===== src/rtl/caf_peak_select_pkg.sv =====
// Shared CAF definitions: state encoding, width defaults common with argmax,
// and the bin counter width helper.
package caf_peak_select_pkg;

    typedef enum logic {
        COLLECT = 1'b0,
        EMIT    = 1'b1
    } caf_state_t;

    localparam int CAF_NUM_BINS   = 8;
    localparam int CAF_INDEX_BITS = 4;
    localparam int CAF_MAX_BITS   = 4;

    // Bin counter must hold 0..n-1; never narrower than one bit.
    function automatic int caf_bin_bits(input int n);
        return (n <= 2) ? 1 : $clog2(n);
    endfunction

endpackage


===== src/rtl/caf_peak_select_peak_cmp_reg.sv =====
// Running peak register: load-first, then replace only on strictly greater magnitude.
// Latency: win_* is combinational (value held after this edge), best updates one edge later.
// Backpressure: none; load_en qualifies every update.
module caf_peak_select_peak_cmp_reg
    import caf_peak_select_pkg::*;
#(
    parameter int max_bits   = CAF_MAX_BITS,
    parameter int index_bits = CAF_INDEX_BITS,
    parameter int bin_bits   = caf_bin_bits(CAF_NUM_BINS)
) (
    input  logic                  clk,
    input  logic                  rst,
    input  logic                  load_en,
    input  logic                  load_first,
    input  logic [max_bits-1:0]   cand_max,
    input  logic [index_bits-1:0] cand_index,
    input  logic [bin_bits-1:0]   cand_bin,
    output logic [max_bits-1:0]   win_max,
    output logic [index_bits-1:0] win_index,
    output logic [bin_bits-1:0]   win_bin
);

    logic [max_bits-1:0]   best_max;
    logic [index_bits-1:0] best_index;
    logic [bin_bits-1:0]   best_bin;
    logic                  take;

    // Equal magnitudes never replace, so ties resolve to the earlier bin.
    always_comb begin
        take      = load_first | (cand_max > best_max);
        win_max   = take ? cand_max   : best_max;
        win_index = take ? cand_index : best_index;
        win_bin   = take ? cand_bin   : best_bin;
    end

    always_ff @(posedge clk or posedge rst) begin
        if (rst) begin
            best_max   <= '0;
            best_index <= '0;
            best_bin   <= '0;
        end else if (load_en) begin
            best_max   <= win_max;
            best_index <= win_index;
            best_bin   <= win_bin;
        end
    end

endmodule


===== src/rtl/caf_peak_select.sv =====
// Global peak across num_bins per-bin argmax results; one result per CAF frame.
// Latency: result valid the cycle after the last bin is accepted.
// Backpressure: input ready drops while a result waits; one bubble per frame on handoff.
module caf_peak_select
    import caf_peak_select_pkg::*;
#(
    parameter int num_bins   = CAF_NUM_BINS,
    parameter int bin_bits   = caf_bin_bits(num_bins),
    parameter int index_bits = CAF_INDEX_BITS,
    parameter int max_bits   = CAF_MAX_BITS
) (
    input  logic                  clk,
    input  logic                  rst,
    input  logic                  m_axis_tvalid,
    input  logic [max_bits-1:0]   in_max,
    input  logic [index_bits-1:0] in_index,
    output logic                  s_axis_tready,
    input  logic                  m_axis_tready,
    output logic [max_bits-1:0]   out_max,
    output logic [index_bits-1:0] out_index,
    output logic [bin_bits-1:0]   out_bin,
    output logic                  s_axis_tvalid
);

    localparam logic [bin_bits-1:0] LAST_BIN = bin_bits'(num_bins - 1);

    caf_state_t            state;
    caf_state_t            state_nxt;
    logic [bin_bits-1:0]   bin_cnt;
    logic                  accept;
    logic                  last_accept;
    logic [max_bits-1:0]   win_max;
    logic [index_bits-1:0] win_index;
    logic [bin_bits-1:0]   win_bin;

    assign accept      = m_axis_tvalid & s_axis_tready;
    assign last_accept = accept & (bin_cnt == LAST_BIN);

    caf_peak_select_peak_cmp_reg #(
        .max_bits   (max_bits),
        .index_bits (index_bits),
        .bin_bits   (bin_bits)
    ) u_bin_peak (
        .clk        (clk),
        .rst        (rst),
        .load_en    (accept),
        .load_first (bin_cnt == '0),
        .cand_max   (in_max),
        .cand_index (in_index),
        .cand_bin   (bin_cnt),
        .win_max    (win_max),
        .win_index  (win_index),
        .win_bin    (win_bin)
    );

    always_comb begin
        state_nxt = state;
        case (state)
            COLLECT: if (last_accept)   state_nxt = EMIT;
            EMIT:    if (m_axis_tready) state_nxt = COLLECT;
            default:                    state_nxt = COLLECT;
        endcase
    end

    always_ff @(posedge clk or posedge rst) begin
        if (rst) begin
            state         <= COLLECT;
            bin_cnt       <= '0;
            s_axis_tready <= 1'b1;
            s_axis_tvalid <= 1'b0;
            out_max       <= '0;
            out_index     <= '0;
            out_bin       <= '0;
        end else begin
            state         <= state_nxt;
            s_axis_tready <= (state_nxt == COLLECT);
            s_axis_tvalid <= (state_nxt == EMIT);
            if (accept) begin
                bin_cnt <= last_accept ? '0 : bin_cnt + bin_bits'(1);
            end
            // Winner includes the final sample's compare on this same edge.
            if (last_accept) begin
                out_max   <= win_max;
                out_index <= win_index;
                out_bin   <= win_bin;
            end
        end
    end

endmodule


===== config.mk =====
export PLATFORM = sky130hd
export DESIGN_NAME = caf_peak_select
export DESIGN_NICKNAME = d
export VERILOG_FILES = /design/src/rtl/caf_peak_select_pkg.sv /design/src/rtl/caf_peak_select_peak_cmp_reg.sv /design/src/rtl/caf_peak_select.sv
export SDC_FILE = /design/constraint.sdc
export NUM_CORES = 1
export LEC_CHECK = 0
export ABC_CLOCK_PERIOD_IN_PS = 2100
export CORE_MARGIN = 2
export CORE_UTILIZATION = 53
export CTS_BUF_LIST = sky130_fd_sc_hd__clkbuf_4
export DETAILED_ROUTE_END_ITERATION = 10
export HOLD_SLACK_MARGIN = 0.05
export PLACE_DENSITY_LB_ADDON = 0.05
export SLEW_MARGIN = 0
export SYNTH_ARGS = -nofsm -noshare
export SYNTH_HDL_FRONTEND = slang
export SYNTH_SLANG_ARGS = --single-unit

===== constraint.sdc =====
create_clock -name clk -period 2.1 [get_ports clk]
set_input_delay 0.63 -clock clk [delete_from_list [all_inputs] [get_ports clk]]
set_output_delay 0.63 -clock clk [all_outputs]
set_load 0.03 [all_outputs]

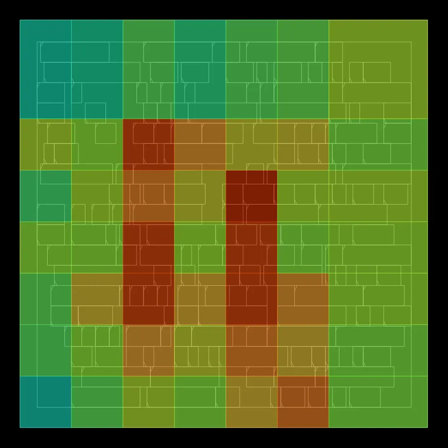
*Track usage over the die, run 1*
M2 GR Usage: 44.4%
grt met1 use: 33.3%
total track usage: 26.1%
DR WL/cell: 16.8 µm
Finished Core Util: 76.8%

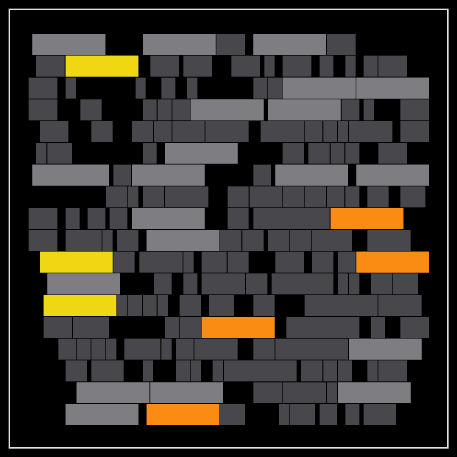
*Register map, names as in the netlist, run 1*
Drawn at 8 px/µm. Other sequential cells in the stronger grey, the rest of the logic in the fainter grey.
legend:
  orange:
    netlist_name: u_bin_peak.best_max
    placed_flops: 4
  yellow:
    netlist_name: out_bin
    placed_flops: 3
not coloured: 20

==> results.cfg, run 1 <==
; yosys + openroad results
[status]
status = complete, no violations

[global_route]
grt_pass1_wl_um = 5530
grt_start_max_net_pins = 28

[detailed_routing]
viasPerCell = 5.73

[job]
max_cap_viol_count = 0

[sta]
layout_setup_ws_ns = 0.0708
finalHoldViolations = 0
whs_ns = 0.514
maxSlewHeadroom_pct = 76.2
tns_ns = 0
period_used_pct = 96.6

[place]
dpl_cell_area_mm2 = 0.00176
portBuffers = 24

[hold_path]
min_to = u_bin_peak.best_index[3]

[power_and_ir_drop]
combPwrFrac_pct = 61.3
pwr-share-seq_pct = 31.3

[setup_path]
startpoint = state
cp.depth = 1
cp.buffers_inverters = 1
crit_type = reg -> out
cp_max_fo = 2
cpLargestDelayFamily = buffers and inverters

[logic_synthesis]
top_cell = dfrtp_1
postSynthSeqShare_pct = 49.8
yosys_area_mm2 = 0.00136
ff_type = dfrtp_1
syn_area_mm2 = 0.00136

[die]
die_width_um = 54.6

[cts]
tritoncts = built

[final_layout]
flops = 27
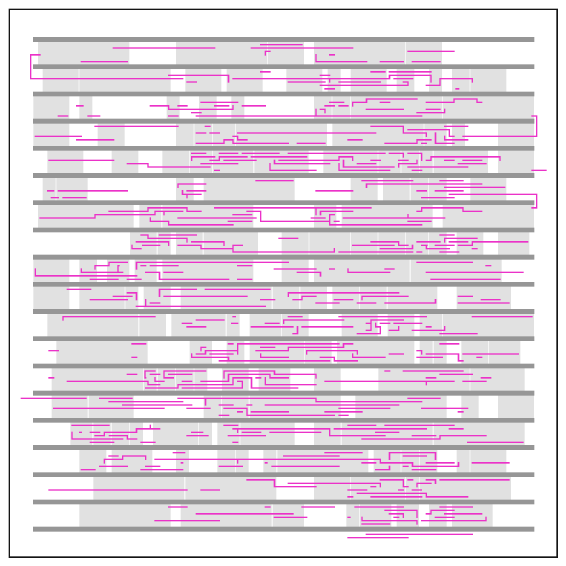
*Met1 routing, run 1*
Drawn at 10 px/µm. Supply wires on this layer in grey. Cells faint in the background.
nets with wire on the layer: 165
longest straight run: 22.5 µm
wire length on this layer: 1,530 µm
main direction: horizontal

## Run 2: what changed since run 1
ABC_CLOCK_PERIOD_IN_PS = 1600   (was 2100)
CORE_UTILIZATION = 48   (was 53)
SLEW_MARGIN = unset   (was 0)
clock period = 1.6 ns   (was 2.1 ns; I/O delays follow)
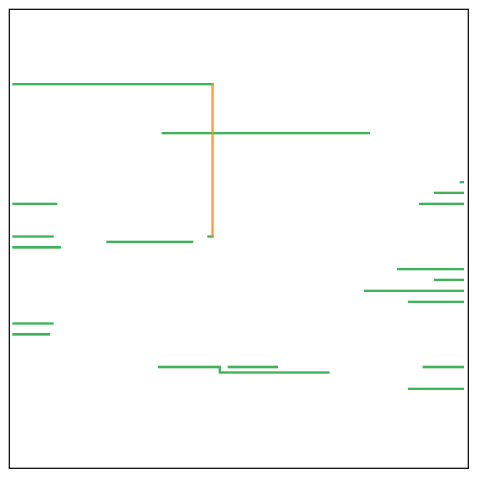
*Routed metal, one colour a layer, run 2*
Drawn at 8 px/µm. Two of the layers only.
legend:
  green:
    layer: met3
    wire_length: 165 µm
  orange:
    layer: met4
    wire_length: 19.0 µm

==> run 2 against run 1 <==
Compared with the run above:
- the run now ends with negative setup slack left
- synthesized area stayed put
- non-clock buffer count is 6 higher
- sequential power is 29% higher
- clock skew is 0.0038 ns higher
- combinational power is about 40% higher
- register-to-register slack worse by 0.40 ns
- power is 37% higher
- sequential share of layout area is 1.6 points lower
- clock power is 44% higher
- wire length is 1.8% lower
- die area is 9.6% higher
- critical path type is now reg -> reg
- critical endpoint is now u_bin_peak.best_max[1]
- largest cell class unchanged
- highest routed layer unchanged
==> results.cfg, run 2 <==
; yosys + openroad results
[logic_synthesis]
yosys_area_mm2 = 0.00136
syn_area_mm2 = 0.00136
postSynthSeqShare_pct = 49.8
top_cell = dfrtp_1

[sta]
tns_ns = -2.02
setup-violations-final = 21
worstMarginPinSlew_ns = 0.346
whs_ns = 0.369
period_used_pct = 110
layout_setup_ws_ns = -0.161
maxSlewHeadroom_pct = 76.9
finalHoldViolations = 0

[detailed_routing]
viasPerCell = 5.58
avgRoutedWirePerCell_um = 15.9

[setup_path]
cp_max_fo = 7
cpLargestDelayFamily = flip-flops
startpoint = u_bin_peak.best_max[1]
cp.depth = 7

[status]
violations = negative setup slack
status = finished with violations

[place]
portBuffers = 24
dpl_cell_area_mm2 = 0.00190

[die]
die_width_um = 57.2

[global_route]
use_met2_pct = 38.4
grt_pass1_wl_um = 5290

[final_layout]
flops = 27
final_core_util_pct = 72.1

[power_and_ir_drop]
pwr-share-seq_pct = 29.5
pwr-share-clk_pct = 7.8

[cts]
cts_buffer_depth = 2

[job]
max_cap_viol_count = 0
## Run 3: what changed since run 2
ABC_CLOCK_PERIOD_IN_PS = 2120   (was 1600)
CORE_MARGIN = unset   (was 2)
CORE_UTILIZATION = 55   (was 48)
MAX_ROUTING_LAYER = met4   (was unset)
clock period = 2.12 ns   (was 1.6 ns; I/O delays follow)
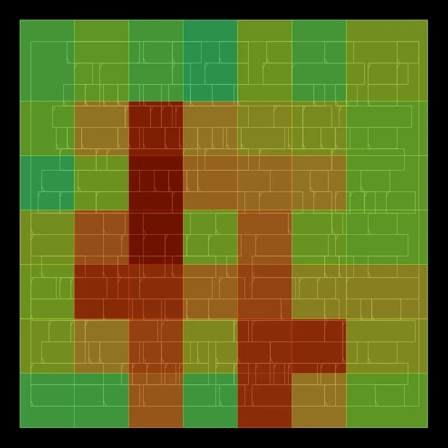
*Track usage over the die, run 3*
Finished Core Util: 82.0%
total track usage: 32.3%
grt peak-use layer: met2
M2 GR Usage: 50.0%
grt met1 use: 43.0%

==> run 3 against run 2 <==
Compared with the run above:
- the run now ends clean
- synthesized cell count unchanged
- hold slack improved by 0.15 ns
- via count decreased by 0.26%
- clock-buffer cell count unchanged
- cell count decreased by 7.3%
- sequential share of layout area increased by 2.0 points
- sequential power decreased by 22%
- die area decreased by 18%
- utilization increased by 9.8 points
- power decreased by 26%
- clock power decreased by 29%
- register-to-register slack improved by 0.38 ns
- critical endpoint is now s_axis_tvalid
- highest routed layer unchanged
==> results.cfg, run 3 <==
; yosys + openroad results
[sta]
period_used_pct = 96.2
layout_setup_ws_ns = 0.0806
finalHoldViolations = 0
whs_ns = 0.521
setup-violations-final = 0
maxSlewViolCount = 0
tns_ns = 0
maxSlewHeadroom_pct = 76.7

[power_and_ir_drop]
swShare_pct = 43.0
pwr-share-seq_pct = 31.0
pwr-share-clk_pct = 7.5

[place]
dp_slack_ns = -0.508
dpl_cell_area_mm2 = 0.00173
portBuffers = 24

[setup_path]
arrival_ns = 1.40
cp-end-kind = output pin
cpLargestDelayFamily = buffers and inverters
cp_max_fo = 2
startpoint = state
required_ns = 1.48
cp.depth = 1
crit_chain = clkdlybuf4s50_1

[status]
status = complete, no violations

[global_route]
grt_pass1_wl_um = 5900

[die]
die_width_um = 51.7
fp_util_pct = 59.7
core-area_mm2 = 0.00228
pin_count = 25

[logic_synthesis]
avgSynthCellArea_um2 = 11.0
yosys.area.top_type = dfrtp_1
syn_area_mm2 = 0.00136
yosys-top-cells-count = 26 x dfrtp_1, 11 x a31oi_1, 11 x nor2_1
synthMuxAreaShare_pct = 12.3
ys_top_logic_family = AND-OR/OR-AND gates
postSynthSeqShare_pct = 49.8
yosys_area_mm2 = 0.00136
top_cell = dfrtp_1
ys_sh_xor_pct = 0

[detailed_routing]
viasPerCell = 6.01
dr.pass1.iters = 5
met2_length_um = 1780
highest_layer = met4
avgRoutedWirePerCell_um = 18.4
route.met3.wl_um = 120

[final_layout]
flops = 27
area_delta_synth_final_pct = 37.3
seqAreaFraction_pct = 36.3

[cts]
cts_buffer_depth = 2
cts_hold_buf = 0

[job]
max_cap_viol_count = 0

==> screenshots <==
Signal wires on met3.
Plate I
Drawn at 8 px/µm. Cells faint in the background.
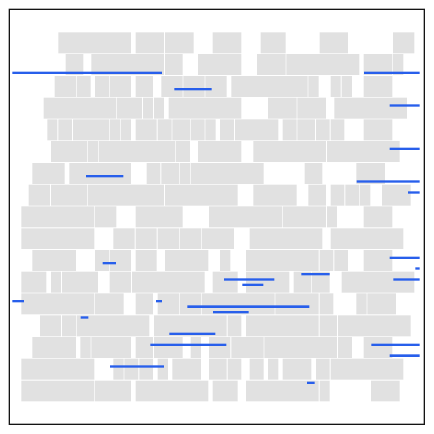
Plate II
Drawn at 6 px/µm. Cells faint in the background.
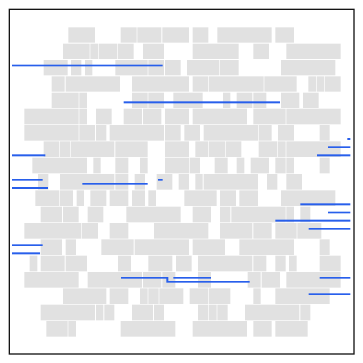
Plate III
Drawn at 6 px/µm. Cells faint in the background.
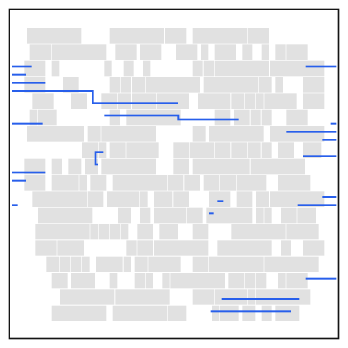
Run 2 is Plate II.
Run 1 is Plate III.
Run 3 is Plate I.

Power is estimated from default activity; no workload was simulated.
